`config.mk`:
```
export PLATFORM = sky130hd
export DESIGN_NAME = multi_zone_light_ctrl
export DESIGN_NICKNAME = d
export VERILOG_FILES = /design/src/rtl/multi_zone_light_ctrl.sv
export SDC_FILE = /design/constraint.sdc
export NUM_CORES = 1
export LEC_CHECK = 0
export CAP_MARGIN = 20
export CORE_AREA = 2 2 114 144
export CTS_CLUSTER_SIZE = 25
export DETAILED_ROUTE_END_ITERATION = 7
export DIE_AREA = 0 0 116 146
export PLACE_DENSITY = 0.67
export SYNTH_ARGS = -nofsm -noshare
export SYNTH_HDL_FRONTEND = slang
export SYNTH_SLANG_ARGS = --single-unit
export TNS_END_PERCENT = 50
```
`constraint.sdc`:
```
create_clock -name clk -period 2.7 [get_ports clk]
set_input_delay 0.54 -clock clk [delete_from_list [all_inputs] [get_ports clk]]
set_output_delay 0.54 -clock clk [all_outputs]
set_load 0.005 [all_outputs]
```
`src/rtl/multi_zone_light_ctrl.sv`:
```
// multi_zone_light_ctrl
// N-zone smart-lighting controller. Every zone has its own button debouncer,
// AUTO / MAN_ON / MAN_OFF mode machine, presence hold timer and a relay
// driver that enforces a minimum off time before the relay may close again.
// Optional feature macro: LIGHT_NEIGHBOR_EN. When defined, presence in an
// adjacent zone (no wrap-around) also keeps an AUTO zone lit for half the
// hold time.

module multi_zone_light_ctrl #(
   parameter int N_ZONES         = 4,
   parameter int HOLD_CYCLES     = 3000,
   parameter int DEBOUNCE_CYCLES = 100,
   parameter int MIN_OFF_CYCLES  = 50
) (
   input  logic                   clk,
   input  logic                   rst,
   input  logic [N_ZONES-1:0]     push_button,
   input  logic [N_ZONES-1:0]     infravermelho,
   output logic [N_ZONES-1:0]     led,
   output logic [N_ZONES-1:0]     saida,
   output logic [2*N_ZONES-1:0]   mode
);

   localparam int TW = $clog2(HOLD_CYCLES + 1);
   localparam int DW = $clog2(DEBOUNCE_CYCLES + 1);
   localparam int OW = $clog2(MIN_OFF_CYCLES + 1);

   localparam logic [TW-1:0] HOLD_LOAD = TW'(HOLD_CYCLES);
   localparam logic [TW-1:0] HALF_LOAD = TW'(HOLD_CYCLES / 2);
   localparam logic [DW-1:0] DB_LAST   = DW'(DEBOUNCE_CYCLES - 1);
   localparam logic [OW-1:0] OFF_MAX   = OW'(MIN_OFF_CYCLES);

   typedef enum logic [1:0] {
      AUTO    = 2'b00,
      MAN_ON  = 2'b01,
      MAN_OFF = 2'b10,
      ILLEGAL = 2'b11
   } zone_mode_t;

   logic [N_ZONES-1:0] btn_meta;
   logic [N_ZONES-1:0] btn_sync;
   logic [N_ZONES-1:0] ir_meta;
   logic [N_ZONES-1:0] ir_sync;

   logic [DW-1:0]      db_cnt [N_ZONES];
   logic [N_ZONES-1:0] btn_stable;
   logic [N_ZONES-1:0] press;

   zone_mode_t         state_q [N_ZONES];
   zone_mode_t         state_d [N_ZONES];

   logic [TW-1:0]      timer_q   [N_ZONES];
   logic [TW-1:0]      timer_dec [N_ZONES];
   logic [N_ZONES-1:0] nbr_presence;

   logic [OW-1:0]      off_cnt [N_ZONES];
   logic [N_ZONES-1:0] saida_d;

   // Bring the raw pins into the clock domain through two flops each
   always_ff @(posedge clk) begin
      if (rst) begin
         btn_meta <= '0;
         btn_sync <= '0;
         ir_meta  <= '0;
         ir_sync  <= '0;
      end else begin
         btn_meta <= push_button;
         btn_sync <= btn_meta;
         ir_meta  <= infravermelho;
         ir_sync  <= ir_meta;
      end
   end

   // Accept a button level only after it has differed from the stable level
   // for DEBOUNCE_CYCLES samples in a row; a rising acceptance is a press
   always_ff @(posedge clk) begin
      if (rst) begin
         for (int i = 0; i < N_ZONES; i++) begin
            db_cnt[i] <= '0;
         end
         btn_stable <= '0;
         press      <= '0;
      end else begin
         for (int i = 0; i < N_ZONES; i++) begin
            press[i] <= 1'b0;
            if (btn_sync[i] == btn_stable[i]) begin
               db_cnt[i] <= '0;
            end else if (db_cnt[i] == DB_LAST) begin
               db_cnt[i]     <= '0;
               btn_stable[i] <= btn_sync[i];
               press[i]      <= btn_sync[i];
            end else begin
               db_cnt[i] <= db_cnt[i] + DW'(1);
            end
         end
      end
   end

   // Mode state register per zone
   always_ff @(posedge clk) begin
      if (rst) begin
         for (int i = 0; i < N_ZONES; i++) begin
            state_q[i] <= AUTO;
         end
      end else begin
         for (int i = 0; i < N_ZONES; i++) begin
            state_q[i] <= state_d[i];
         end
      end
   end

   // Each press steps the zone AUTO -> MAN_ON -> MAN_OFF -> AUTO
   always_comb begin
      for (int i = 0; i < N_ZONES; i++) begin
         state_d[i] = state_q[i];
         case (state_q[i])
            AUTO:    if (press[i]) state_d[i] = MAN_ON;
            MAN_ON:  if (press[i]) state_d[i] = MAN_OFF;
            MAN_OFF: if (press[i]) state_d[i] = AUTO;
            default: state_d[i] = AUTO;
         endcase
      end
   end

   // Presence seen in the adjacent zones, used only when neighbour lighting is built in
`ifdef LIGHT_NEIGHBOR_EN
   assign nbr_presence = (ir_sync << 1) | (ir_sync >> 1);
`else
   assign nbr_presence = '0;
`endif

   // Saturating one-step countdown of each hold timer
   always_comb begin
      for (int i = 0; i < N_ZONES; i++) begin
         timer_dec[i] = (timer_q[i] == '0) ? '0 : timer_q[i] - TW'(1);
      end
   end

   // Hold timer: a press or any manual mode forces zero, own presence reloads
   // the full hold, a neighbour only raises the timer up to half the hold
   always_ff @(posedge clk) begin
      if (rst) begin
         for (int i = 0; i < N_ZONES; i++) begin
            timer_q[i] <= '0;
         end
      end else begin
         for (int i = 0; i < N_ZONES; i++) begin
            if (press[i] || (state_q[i] != AUTO)) begin
               timer_q[i] <= '0;
            end else if (ir_sync[i]) begin
               timer_q[i] <= HOLD_LOAD;
            end else if (nbr_presence[i] && (timer_dec[i] < HALF_LOAD)) begin
               timer_q[i] <= HALF_LOAD;
            end else begin
               timer_q[i] <= timer_dec[i];
            end
         end
      end
   end

   // Lamp request and mode bits decoded purely from registered state
   always_comb begin
      led  = '0;
      mode = '0;
      for (int i = 0; i < N_ZONES; i++) begin
         mode[2*i +: 2] = state_q[i];
         led[i]         = (state_q[i] == MAN_ON) ||
                          ((state_q[i] == AUTO) && (timer_q[i] != '0));
      end
   end

   // Relay may close only when already closed or after a full off period
   always_comb begin
      for (int i = 0; i < N_ZONES; i++) begin
         saida_d[i] = led[i] & (saida[i] | (off_cnt[i] == OFF_MAX));
      end
   end

   // Relay register and its off-time counter, restarted when the relay opens
   always_ff @(posedge clk) begin
      if (rst) begin
         saida <= '0;
         for (int i = 0; i < N_ZONES; i++) begin
            off_cnt[i] <= OFF_MAX;
         end
      end else begin
         saida <= saida_d;
         for (int i = 0; i < N_ZONES; i++) begin
            if (saida[i] && !saida_d[i]) begin
               off_cnt[i] <= '0;
            end else if (!saida[i] && (off_cnt[i] != OFF_MAX)) begin
               off_cnt[i] <= off_cnt[i] + OW'(1);
            end
         end
      end
   end

endmodule
```
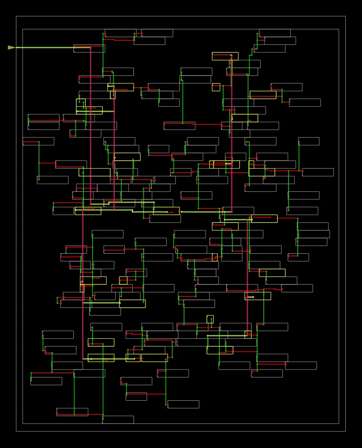
*Clock wiring as the flow saved it, run 1*
clock sinks: 136
Flop Count: 136

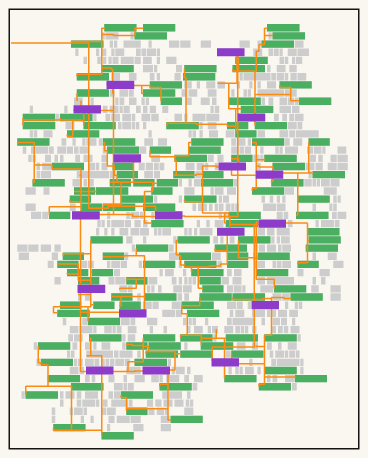
*Clock network drawn from the DEF, run 1*
(3 px per um)
[clock-net drivers] purple | count: 17
[flip-flops] green | count: 136
[clock wires] orange | length: 1690 um
routed clock nets: 18
flops lie: spread over the die

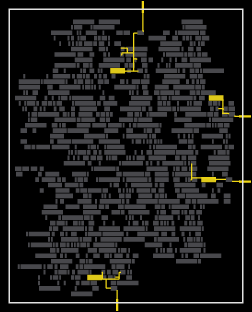
*I/O nets highlighted, run 1*
(2 px per um)
| port | colour | direction | edge | end cells | buffers | wire |
|---|---|---|---|---|---|---|
| saida | yellow | output | 2 right, 1 top, 1 bottom | 4 | 4 | 132 um |

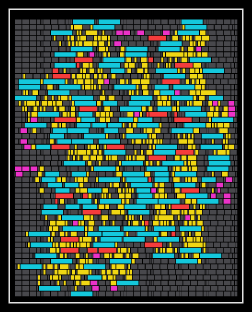
*Cell classes on the final placement, run 1*
(2 px per um) Fill, decap, tap and diode cells in grey.
| class | colour | cells | share of their area |
|---|---|---|---|
| clock drivers and dummy loads | red | 32 | 7.7% |
| registers | cyan | 136 | 48% |
| remaining logic cells | yellow | 521 | 40% |
| remaining buffers and delay cells | magenta | 35 | 4.1% |
Seq/total area: 46.17%
Finished Cell Area: 8065 um2

==> qor.yml, run 1 <==
drt:
  wirelength_um: 11530
  ant_nets: 0
sta:
  period_needed_ns: 2.658
  drv_slew: 0
  fin_crit_sh_pct: 98.46
  slew_headroom_pct: 50.88
  max_freq_mhz: 376.2
setup_path:
  critPathLaunchType: "register"
  cp_max_fo: 4
  cp_top_family: "simple AND/OR/NAND/NOR gates"
  rrSetupSlack_ns: 0.52
  cp_slowest_stage_delay_ns: 0.55
  cp_data_required_time_ns: 2.16
  worstPathArrival_ns: 2.12
  cp_num_buf_inv: 1
  slowest_stage: "nor4_1"
hold_path:
  hold_class: "register to register"
cells_and_area:
  n_antenna_cell: 0
  area_delta_synth_final_pct: 22.25
  drive_gt1_share_pct: 8.564
floorplanning:
  initCoreUtil_pct: 42.72
  core_area_um2: 15440
clock_network:
  cts_tree: "built"
  hold_buffers: 0
  clk_latency_ns: 0.42
  cts.htree.levels: 4
outcome:
  status: "completed"
synthesis:
  netlist_area_um2: 6598
  ys_async_sr_fraction_pct: 0
  area_leaders: "edfxtp_1 46%, dfxtp_1 11%, xnor2_1 6.1%"
  synth_cell_types: 47
  flop_cell: "edfxtp_1"
  top_cell_area_share_pct: 45.51
  synthCells: 596
  top_area_cell: "edfxtp_1"
  ys_chip_area_um2: 6598
job:
  warning_count: 32
global_route:
  track_usage_pct: 14.64
  antenna_found_initial: 0
  grt_overflow_total: 0
placed_design:
  portBuffers: 25
==> run 1: final cells by class <==
class / instances / area (um2)
tap: 212 / 265.3
sequential: 136 / 3724
timing repair buffer: 35 / 319.1
clock buffer: 22 / 518.0
fill: 1405 / 7377
multi-input combinational: 502 / 3083
inverter: 19 / 71.32
clock inverter: 10 / 85.08
==> run 1: cells by family (layout without fill, tap and decap cells) <==
group	Yosys count	in the layout	share of synthesized area, %
muxes	4	4	0.6069
other	1	76	0.05684
buffers and inverters	33	86	2.086
DFF	136	136	56.44
xor gates and xnor gates	82	82	10.89
AOI/OAI and AO/OA	57	57	5.499
adders and majority gates	18	18	3.414
and+or+nand+nor	265	265	21.01
==> run 1: per-stage QoR <==
stage / setup TNS (ns) / power [W] / cell area (um2) / setup WS (ns) / hold WS (ns)
2_1_floorplan: 0 / 0.003371 / 6879 / 0.6628 / 0.4138
3_3_place_gp: 0 / 0.003579 / 7368 / 0.1709 / 0.4250
3_5_place_dp: 0 / 0.003619 / 7368 / 0.1289 / 0.4269
4_1_cts: 0 / 0.005960 / 8023 / 0.0005753 / 0.4407
5_1_grt: -0.08299 / 0.006198 / 8065 / -0.08299 / 0.4577
6_report: 0 / 0.005896 / 8065 / 0.04154 / 0.4358
==> run 1: placed cells by master, fill, tap and decap left out, drive strengths merged, types with 5 or more instances in the layout <==
cell type and n:
dfxtp 36, a21oi 5, clkdlybuf4s50 23, nor2 97
edfxtp 100, clkinv 5, nand3b 5, ha 18
nor3 15, nor2b 21, and3 12, inv 21
buf 11, nand3 29, or4 5, clkbuf 22
xnor2 46, o21ai 30, conb 76, nor3b 5
nand2b 9, or3 7, nor4 17, xor2 36
nand2 27, a41oi 6, a21o 6
==> run 1: what timing repair did <==
action / in CTS / in global routing
buffers inserted: 3 / 1
gates resized: 8 / 5
endpoints found under the setup margin: 2 / 4
pin swaps: 1 / 3
==> run 1: where the power goes <==
group	switching [W]	internal (W)
registers	0.000215	0.00254
clock network	0.000853	0.00145
logic	0.000454	0.000382
total	0.00152	0.00437
==> run 1: state kept, by name, summed over array words and instances, names as in the netlist, 8 cells and up <==
register and count:
state_q 8, timer_q 48, db_cnt 28, off_cnt 24
==> run 1: layer usage <==
layer  vias to the layer above  GRT usage, %  wire (um)
met5                         -             0          0
met4                         0         7.143        246
met3                        17         3.540        328
met2                        61         25.82       6050
met1                      2168         16.23       4904
li1                       2282             -          -
==> run 1: final timing paths <==
kind / startpoint / endpoint / depth (start not counted)
worst max-delay path: timer_q[1][9]$_SDFFCE_PN0P_ / led[1] / 3
worst min-delay path: btn_meta[1]$_SDFF_PP0_ / btn_sync[1]$_SDFF_PP0_ / 1
worst max register to register: timer_q[0][6]$_SDFFCE_PP0P_ / timer_q[0][4]$_SDFFCE_PN0P_ / 4
worst min register to register: btn_meta[1]$_SDFF_PP0_ / btn_sync[1]$_SDFF_PP0_ / 1
==> inputs of run 2 (changes only) <==
--- a/config.mk
+++ b/config.mk
@@ -6,11 +6,11 @@
 export NUM_CORES = 1
 export LEC_CHECK = 0
 export CAP_MARGIN = 20
-export CORE_AREA = 2 2 114 144
+export CORE_AREA = 2 2 117 147
 export CTS_CLUSTER_SIZE = 25
 export DETAILED_ROUTE_END_ITERATION = 7
-export DIE_AREA = 0 0 116 146
-export PLACE_DENSITY = 0.67
+export DIE_AREA = 0 0 119 149
+export PLACE_DENSITY = 0.65
 export SYNTH_ARGS = -nofsm -noshare
 export SYNTH_HDL_FRONTEND = slang
 export SYNTH_SLANG_ARGS = --single-unit
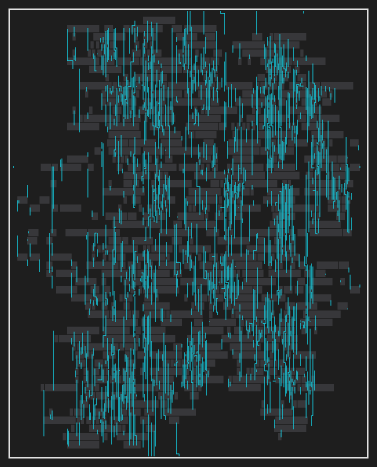
*Met2 routing, run 2*
(3 px per um) Cells faint in the background.
longest straight run: 32.3 um
wire length on this layer: 5950 um
Total Wirelength: 11490 um
vias post-DR: 4538

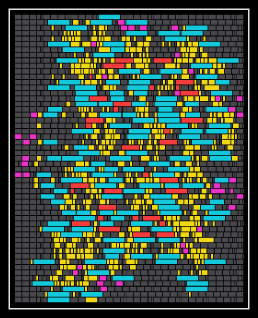
*Cell classes on the final placement, run 2*
(2 px per um) Fill, decap, tap and diode cells in grey.
| class | colour | cells | share of their area |
|---|---|---|---|
| remaining logic cells | yellow | 521 | 40% |
| remaining buffers and delay cells | magenta | 37 | 4.4% |
| clock drivers and dummy loads | red | 32 | 8.0% |
| registers | cyan | 136 | 47% |

==> qor.yml, run 2 <==
synthesis:
  synth_cell_types: 47  # unchanged
  ys_chip_area_um2: 6598  # unchanged
  top_area_cell: "edfxtp_1"  # unchanged
  area_leaders: "edfxtp_1 46%, dfxtp_1 11%, xnor2_1 6.1%"  # unchanged
  synthCells: 596  # unchanged
floorplanning:
  initCoreUtil_pct: 39.96  # was 42.72%
drt:
  met1_length_um: 5065  # was 4904 um
  wl_met3_um: 340  # was 328 um
  wl_met2_um: 5949  # was 6050 um
sta:
  finalSetupTns_ns: 0  # unchanged
  fin_crit_sh_pct: 96.88  # was 98.46%
  max_freq_mhz: 382.3  # was 376.2 MHz
  slew_headroom_pct: 54.05  # was 50.88%
placed_design:
  portBuffers: 25  # unchanged
setup_path:
  rrSetupSlack_ns: 0.48  # was 0.52 ns
  cp_data_required_time_ns: 2.16  # about the same
  worstPathArrival_ns: 2.08  # was 2.12 ns
  cp_max_fo: 4  # unchanged
  critPathLaunchType: "register"  # unchanged
global_route:
  antenna_found_initial: 0  # unchanged
outcome:
  status: "completed"  # unchanged
job:
  warning_count: 34  # was 32
cells_and_area:
  top_register: "timer_q"  # unchanged
  layout_top_cell: "edfxtp_1"  # unchanged
  drive_gt1_share_pct: 9.091  # was 8.564%
  layout_top_cells: "100 x edfxtp_1, 95 x nor2_1, 76 x conb_1"  # was 100 x edfxtp_1, 96 x nor2_1, 76 x conb_1
hold_path:
  hold_class: "register to register"  # unchanged
clock_network:
  clk_latency_ns: 0.41  # was 0.42 ns
-- run 2: netlist changes by cell type in the layout (fill, tap and decap cells not counted), sizes merged --
| cell | delta |
|---|---|
| buf | +2 |
| bufinv | +3 |
| clkbuf | -4 |
| inv | +1 |
-- run 2: layer usage --
layer | vias to the layer above | track usage [%]
li1 | 2282 | -
met1 | 2179 | 15.43
met2 | 66 | 24.68
met3 | 11 | 2.943
met4 | 0 | 5.536
met5 | - | 0
-- run 2: path summary, 6_finish.rpt --
kind,startpoint,endpoint,cells after the start
setup reg to reg,timer_q[0][6]$_SDFFCE_PP0P_,timer_q[0][4]$_SDFFCE_PN0P_,4
setup / recovery,timer_q[3][0]$_SDFFCE_PP0P_,led[3],6
hold reg to reg,ir_meta[0]$_SDFF_PP0_,ir_sync[0]$_SDFF_PP0_,1
hold / removal,ir_meta[0]$_SDFF_PP0_,ir_sync[0]$_SDFF_PP0_,1
-- run 2: worst max-delay path, stage by stage (launching register included) --
cell	delay, ns
edfxtp_1	0.42
inv_1	0.10
ha_1	0.16
nor3b_1	0.20
and4_2	0.30
nor2_2	0.04
clkdlybuf4s50_1	0.44
-- run 2: what timing repair did --
| item | CTS | global route |
|---|---|---|
| pin swaps | 1 | 2 |
| setup buffers | 4 | 4 |
| endpoints found under the setup margin | 2 | 4 |
| resized | 5 | 8 |
| hold buffers | 0 | 0 |
-- run 2: through the flow --
stage	setup slack [ns]	hold WS, ns	area, um2
2_1_floorplan	0.6628	0.4138	6879
3_3_place_gp	0.1550	0.4328	7376
3_5_place_dp	0.1066	0.4271	7376
4_1_cts	-0.04110	0.4376	8051
5_1_grt	-0.004547	0.4540	8127
6_report	0.08433	0.4313	8127
-- run 2: where the power goes --
group	switching [W]	internal, W	total [W]
logic	0.000457	0.000388	0.000845
clock network	0.000890	0.00155	0.00244
registers	0.000217	0.00254	0.00276
total	0.00156	0.00449	0.00605
-- run 2: cells by family (layout without fill, tap and decap cells) --
group / count (synthesis) / in the layout / synth area share, %
muxes: 4 / 4 / 0.6069
AOI/OAI and AO/OA: 57 / 57 / 5.499
adders and majority gates: 18 / 18 / 3.414
xor gates and xnor gates: 82 / 82 / 10.89
DFF: 136 / 136 / 56.44
and+or+nand+nor: 265 / 265 / 21.01
other: 1 / 76 / 0.05684
buffers and inverters: 33 / 88 / 2.086
-- run 2: area by class of cell --
cell class	instances	area (um2)
fillers	1466	8386
flip-flops and latches	136	3724
multi-input cells	502	3083
clock buffers	18	429.2
repair buffers	37	346.6
well taps	220	275.3
clock inverters	14	197.7
inverters	19	71.32
No activity file was given, so power comes from the tool's default toggle rates.
